### config.mk
export PLATFORM = sky130hd
export DESIGN_NAME = mem_master
export DESIGN_NICKNAME = d
export VERILOG_FILES = /design/src/rtl/mem_master_pkg.sv /design/src/rtl/mem_lat_counter.sv /design/src/rtl/mem_master.sv
export SDC_FILE = /design/constraint.sdc
export NUM_CORES = 1
export LEC_CHECK = 0
export CORE_MARGIN = 2
export CORE_UTILIZATION = 25
export DETAILED_ROUTE_END_ITERATION = 8
export PLACE_DENSITY_LB_ADDON = 0.25
export RECOVER_POWER = 25
export SYNTH_ARGS = -nofsm -noshare
export SYNTH_HDL_FRONTEND = slang
export SYNTH_SLANG_ARGS = --single-unit
### constraint.sdc
create_clock -name clk -period 3 [get_ports clk]
set_clock_uncertainty 0.1 [all_clocks]
set_input_delay 0.6 -clock clk [delete_from_list [all_inputs] [get_ports clk]]
set_output_delay 0.6 -clock clk [all_outputs]
set_load 0.005 [all_outputs]
### src/rtl/mem_master_pkg.sv
`default_nettype none
// +----------------------------------------------------------------------------+
// | mem_master_pkg : shared types/constants for the mem_master bus sequencer    |
// | Rev 1.0                                                                     |
// +----------------------------------------------------------------------------+
package mem_master_pkg;

  typedef enum logic [2:0] {
    ST_IDLE   = 3'd0,
    ST_ISSUE  = 3'd1,
    ST_WAIT   = 3'd2,
    ST_RESP   = 3'd3
`ifdef MEM_MASTER_VERIFY_EN
    ,
    ST_VISSUE = 3'd4,
    ST_VWAIT  = 3'd5
`endif
  } state_e;

  localparam logic RW_READ  = 1'b1;
  localparam logic RW_WRITE = 1'b0;

  localparam int READ_LAT_MIN = 1;
  localparam int READ_LAT_MAX = 3;
  localparam int LAT_CNT_W    = 2;

endpackage
`default_nettype wire

### src/rtl/mem_lat_counter.sv
`default_nettype none
// +----------------------------------------------------------------------------+
// | mem_lat_counter : loadable down-counter, done while the count is zero       |
// | Rev 1.0                                                                     |
// +----------------------------------------------------------------------------+
module mem_lat_counter
  import mem_master_pkg::*;
#(
  parameter int CNT_W = LAT_CNT_W
) (
  input  logic             clk,
  input  logic             rst_n,
  input  logic             load,
  input  logic [CNT_W-1:0] load_val,
  input  logic             dec,
  output logic             done
);

  logic [CNT_W-1:0] cnt_q;
  logic [CNT_W-1:0] cnt_d;

  always_comb begin
    cnt_d = cnt_q;
    if (load) begin
      cnt_d = load_val;
    end else if (dec && (cnt_q != '0)) begin
      cnt_d = cnt_q - 1'b1;
    end
  end

  always_ff @(posedge clk or negedge rst_n) begin
    if (!rst_n) begin
      cnt_q <= '0;
    end else begin
      cnt_q <= cnt_d;
    end
  end

  assign done = (cnt_q == '0);

endmodule
`default_nettype wire

### src/rtl/mem_master.sv
`default_nettype none
// +----------------------------------------------------------------------------+
// | mem_master : single-request bus master for the 16x8 synchronous memory.     |
// | Optional write read-back verify: define MEM_MASTER_VERIFY_EN.  Rev 1.0      |
// +----------------------------------------------------------------------------+
module mem_master
  import mem_master_pkg::*;
#(
  parameter int ADDR_W   = 4,
  parameter int DATA_W   = 8,
  parameter int READ_LAT = 1
) (
  input  logic              clk,
  input  logic              rst_n,
  input  logic              req_valid,
  output logic              req_ready,
  input  logic              req_write,
  input  logic [ADDR_W-1:0] req_addr,
  input  logic [DATA_W-1:0] req_wdata,
  output logic              rsp_valid,
  input  logic              rsp_ready,
  output logic [DATA_W-1:0] rsp_rdata,
  output logic              rsp_err,
  output logic [ADDR_W-1:0] address_bus,
  output logic              mem_enable,
  output logic              read_write,
  output logic [DATA_W-1:0] data_bus_in,
  input  logic [DATA_W-1:0] data_bus_out,
  output logic              busy
);

  if ((READ_LAT < READ_LAT_MIN) || (READ_LAT > READ_LAT_MAX)) begin : g_bad_read_lat
    $error("mem_master: READ_LAT out of range 1..3");
  end

  localparam logic [LAT_CNT_W-1:0] LAT_LOAD = LAT_CNT_W'(READ_LAT - 1);

  state_e              state_q, state_d;
  logic                write_q, write_d;
  logic [ADDR_W-1:0]   addr_q, addr_d;
  logic [DATA_W-1:0]   wdata_q, wdata_d;
  logic [DATA_W-1:0]   rdata_q, rdata_d;
  logic                req_ready_q, req_ready_d;
  logic [ADDR_W-1:0]   address_bus_q, address_bus_d;
  logic                mem_enable_q, mem_enable_d;
  logic                read_write_q, read_write_d;
  logic [DATA_W-1:0]   data_bus_in_q, data_bus_in_d;
  logic                cnt_load;
  logic                cnt_dec;
  logic                cnt_done;
`ifdef MEM_MASTER_VERIFY_EN
  logic                err_q, err_d;
`endif

  mem_lat_counter #(
    .CNT_W (LAT_CNT_W)
  ) u_lat_cnt (
    .clk      (clk),
    .rst_n    (rst_n),
    .load     (cnt_load),
    .load_val (LAT_LOAD),
    .dec      (cnt_dec),
    .done     (cnt_done)
  );

  always_comb begin
    state_d  = state_q;
    write_d  = write_q;
    addr_d   = addr_q;
    wdata_d  = wdata_q;
    rdata_d  = rdata_q;
    cnt_load = 1'b0;
    cnt_dec  = 1'b0;
`ifdef MEM_MASTER_VERIFY_EN
    err_d    = err_q;
`endif

    case (state_q)
      ST_IDLE: begin
        if (req_valid && req_ready_q) begin
          write_d = req_write;
          addr_d  = req_addr;
          wdata_d = req_wdata;
          state_d = ST_ISSUE;
`ifdef MEM_MASTER_VERIFY_EN
          err_d   = 1'b0;
`endif
        end
      end
      ST_ISSUE: begin
        if (write_q) begin
`ifdef MEM_MASTER_VERIFY_EN
          state_d = ST_VISSUE;
`else
          rdata_d = '0;
          state_d = ST_RESP;
`endif
        end else begin
          cnt_load = 1'b1;
          state_d  = ST_WAIT;
        end
      end
      ST_WAIT: begin
        if (cnt_done) begin
          rdata_d = data_bus_out;
          state_d = ST_RESP;
        end else begin
          cnt_dec = 1'b1;
        end
      end
      ST_RESP: begin
        if (rsp_ready) begin
          state_d = ST_IDLE;
        end
      end
`ifdef MEM_MASTER_VERIFY_EN
      ST_VISSUE: begin
        cnt_load = 1'b1;
        state_d  = ST_VWAIT;
      end
      ST_VWAIT: begin
        if (cnt_done) begin
          rdata_d = data_bus_out;
          err_d   = (data_bus_out != wdata_q);
          state_d = ST_RESP;
        end else begin
          cnt_dec = 1'b1;
        end
      end
`endif
      default: state_d = ST_IDLE;
    endcase

    // Bus lines are registered, so they follow the state being entered.
    mem_enable_d  = 1'b0;
    read_write_d  = RW_READ;
    address_bus_d = '0;
    data_bus_in_d = '0;
    if (state_d == ST_ISSUE) begin
      mem_enable_d  = 1'b1;
      address_bus_d = addr_d;
      read_write_d  = write_d ? RW_WRITE : RW_READ;
      data_bus_in_d = write_d ? wdata_d : '0;
    end
`ifdef MEM_MASTER_VERIFY_EN
    else if (state_d == ST_VISSUE) begin
      mem_enable_d  = 1'b1;
      address_bus_d = addr_d;
      read_write_d  = RW_READ;
    end
`endif

    req_ready_d = (state_d == ST_IDLE);
  end

  always_ff @(posedge clk or negedge rst_n) begin
    if (!rst_n) begin
      state_q       <= ST_IDLE;
      write_q       <= 1'b0;
      addr_q        <= '0;
      wdata_q       <= '0;
      rdata_q       <= '0;
      req_ready_q   <= 1'b0;
      address_bus_q <= '0;
      mem_enable_q  <= 1'b0;
      read_write_q  <= RW_READ;
      data_bus_in_q <= '0;
    end else begin
      state_q       <= state_d;
      write_q       <= write_d;
      addr_q        <= addr_d;
      wdata_q       <= wdata_d;
      rdata_q       <= rdata_d;
      req_ready_q   <= req_ready_d;
      address_bus_q <= address_bus_d;
      mem_enable_q  <= mem_enable_d;
      read_write_q  <= read_write_d;
      data_bus_in_q <= data_bus_in_d;
    end
  end

`ifdef MEM_MASTER_VERIFY_EN
  always_ff @(posedge clk or negedge rst_n) begin
    if (!rst_n) begin
      err_q <= 1'b0;
    end else begin
      err_q <= err_d;
    end
  end
  assign rsp_err = err_q;
`else
  assign rsp_err = 1'b0;
`endif

  assign req_ready   = req_ready_q;
  assign rsp_valid   = (state_q == ST_RESP);
  assign rsp_rdata   = rdata_q;
  assign address_bus = address_bus_q;
  assign mem_enable  = mem_enable_q;
  assign read_write  = read_write_q;
  assign data_bus_in = data_bus_in_q;
  assign busy        = (state_q != ST_IDLE);

endmodule
`default_nettype wire
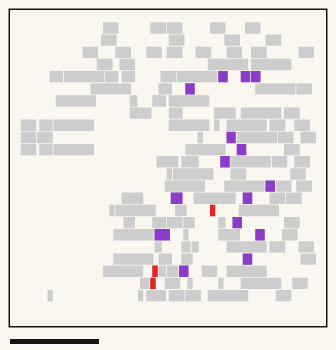
gate_families.png
Scale bar: 20 µm.
- inverters: red (cells 3)
- AND and OR gates: purple (cells 15)

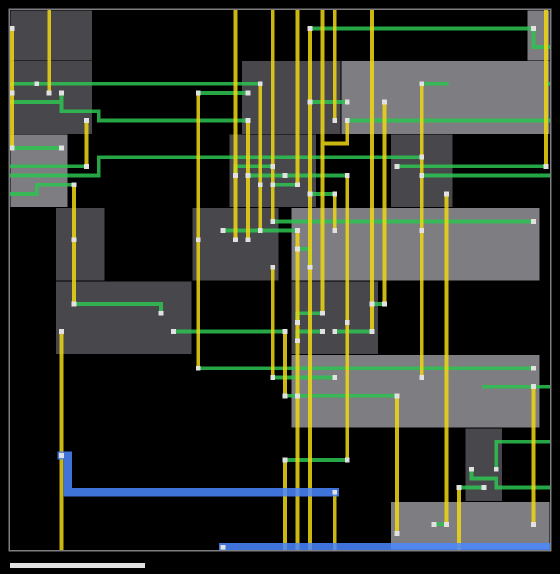
zoom.png
Scale bar: 5 µm. Region (25, 39) to (45, 59) µm. Cells in gray, sequential cells in the stronger gray; small squares are vias.
- met1: green
- met3: blue
- met2: yellow
- most frequent: a22o_1 (4), dfrtp_1 (4), clkdlybuf4s50_1 (2)
- netlist names of flops here include: rsp_rdata (3), address_bus (1)
- sequential cells in the window: 4
- cells with their middle in the window: 14

==> qor.txt <==
cell depth of the worst setup path: 2
Synth Area in Simple Gates: 16.6%
Top Layout Cells: clkdlybuf4s50_1, dfrtp_1, and3_1, a22o_1, clkbuf_8
Die Ht: 70.7 µm
Slowest-stage cell, CP: dfrtp_1
fmax: 438 MHz
hold_ws: 0.400 ns
Async SR Flop Fraction: 100%
Power Total: 0.00120 W
syn_area_per_cell: 13.5 µm²
worst relative slew slack: 40.9%
# diodes: 0
Synth warnings: 0
routed wire length: 2.48 mm
Fillers: 442
# hold bufs at CTS: 0
Post-Synth XOR/XNOR Area: 0%
part of the power in combinational logic: 28.9%
internal power component: 0.000881 W
Leak Pwr: 0.780 nW
yosys cell count: 82
Yosys top cell area share: 63.1%
logic area: 310 µm²
clock sinks: 29
placed insts: 180
grt ovf: 0
grt met1 use: 11.9%
Comb gates: 45
Slew @ Worst Pin: 0.883 ns
Starting DRT DRC Count: 33
leading power group: registers
design area: 1700 µm²
CORE AREA: 4320 µm²
ANT nets after route: 0
Max Used Layer: met4
tap cell count: 52
M3 GR Usage: 3.56%
leading area contributor after synthesis: dfrtp_1
CTS tree: built
Mapped Area: 1110 µm²
Avg WL per Cell: 13.2 µm
worst hold-check path type: register to register
Max-Cap Viols: 0
Min-Delay Startpoint: rsp_rdata[6]
Detail Placement HPWL: 1.90 mm
Inserted Clock Buffers: 5
crit-path max cell delay: 0.45 ns
ranking of synthesized cells by area: dfrtp_1, a22o_1, and3_1
clk root buf: clkbuf_8
Hold EP: rsp_rdata[6]
Clock buf/inv share: 5.07%
Tcrit/Tclk final: 76.1%
Max rail drop VDD: 0.000256 V
Cells after Synth: 82
min cycle time layout: 2.28 ns
cell family with most CP delay: flip-flops
status: finished clean
net switching power: 0.000319 W
Main synth FF type: dfrtp_1
Worst Path Arrival: 1.58 ns
mux frac, synth: 1.01%
Cell variety after synth: 27
largest class: flip-flops and latches
Sequential Area: 727 µm²
row count: 24
layout cell share with drive strength beyond 1: 8.82%
Final Hold Fails: 0
buffer share of cell area: 29.5%
yosys stat area: 1110 µm²
No activity file was given, so power comes from the tool's default toggle rates.
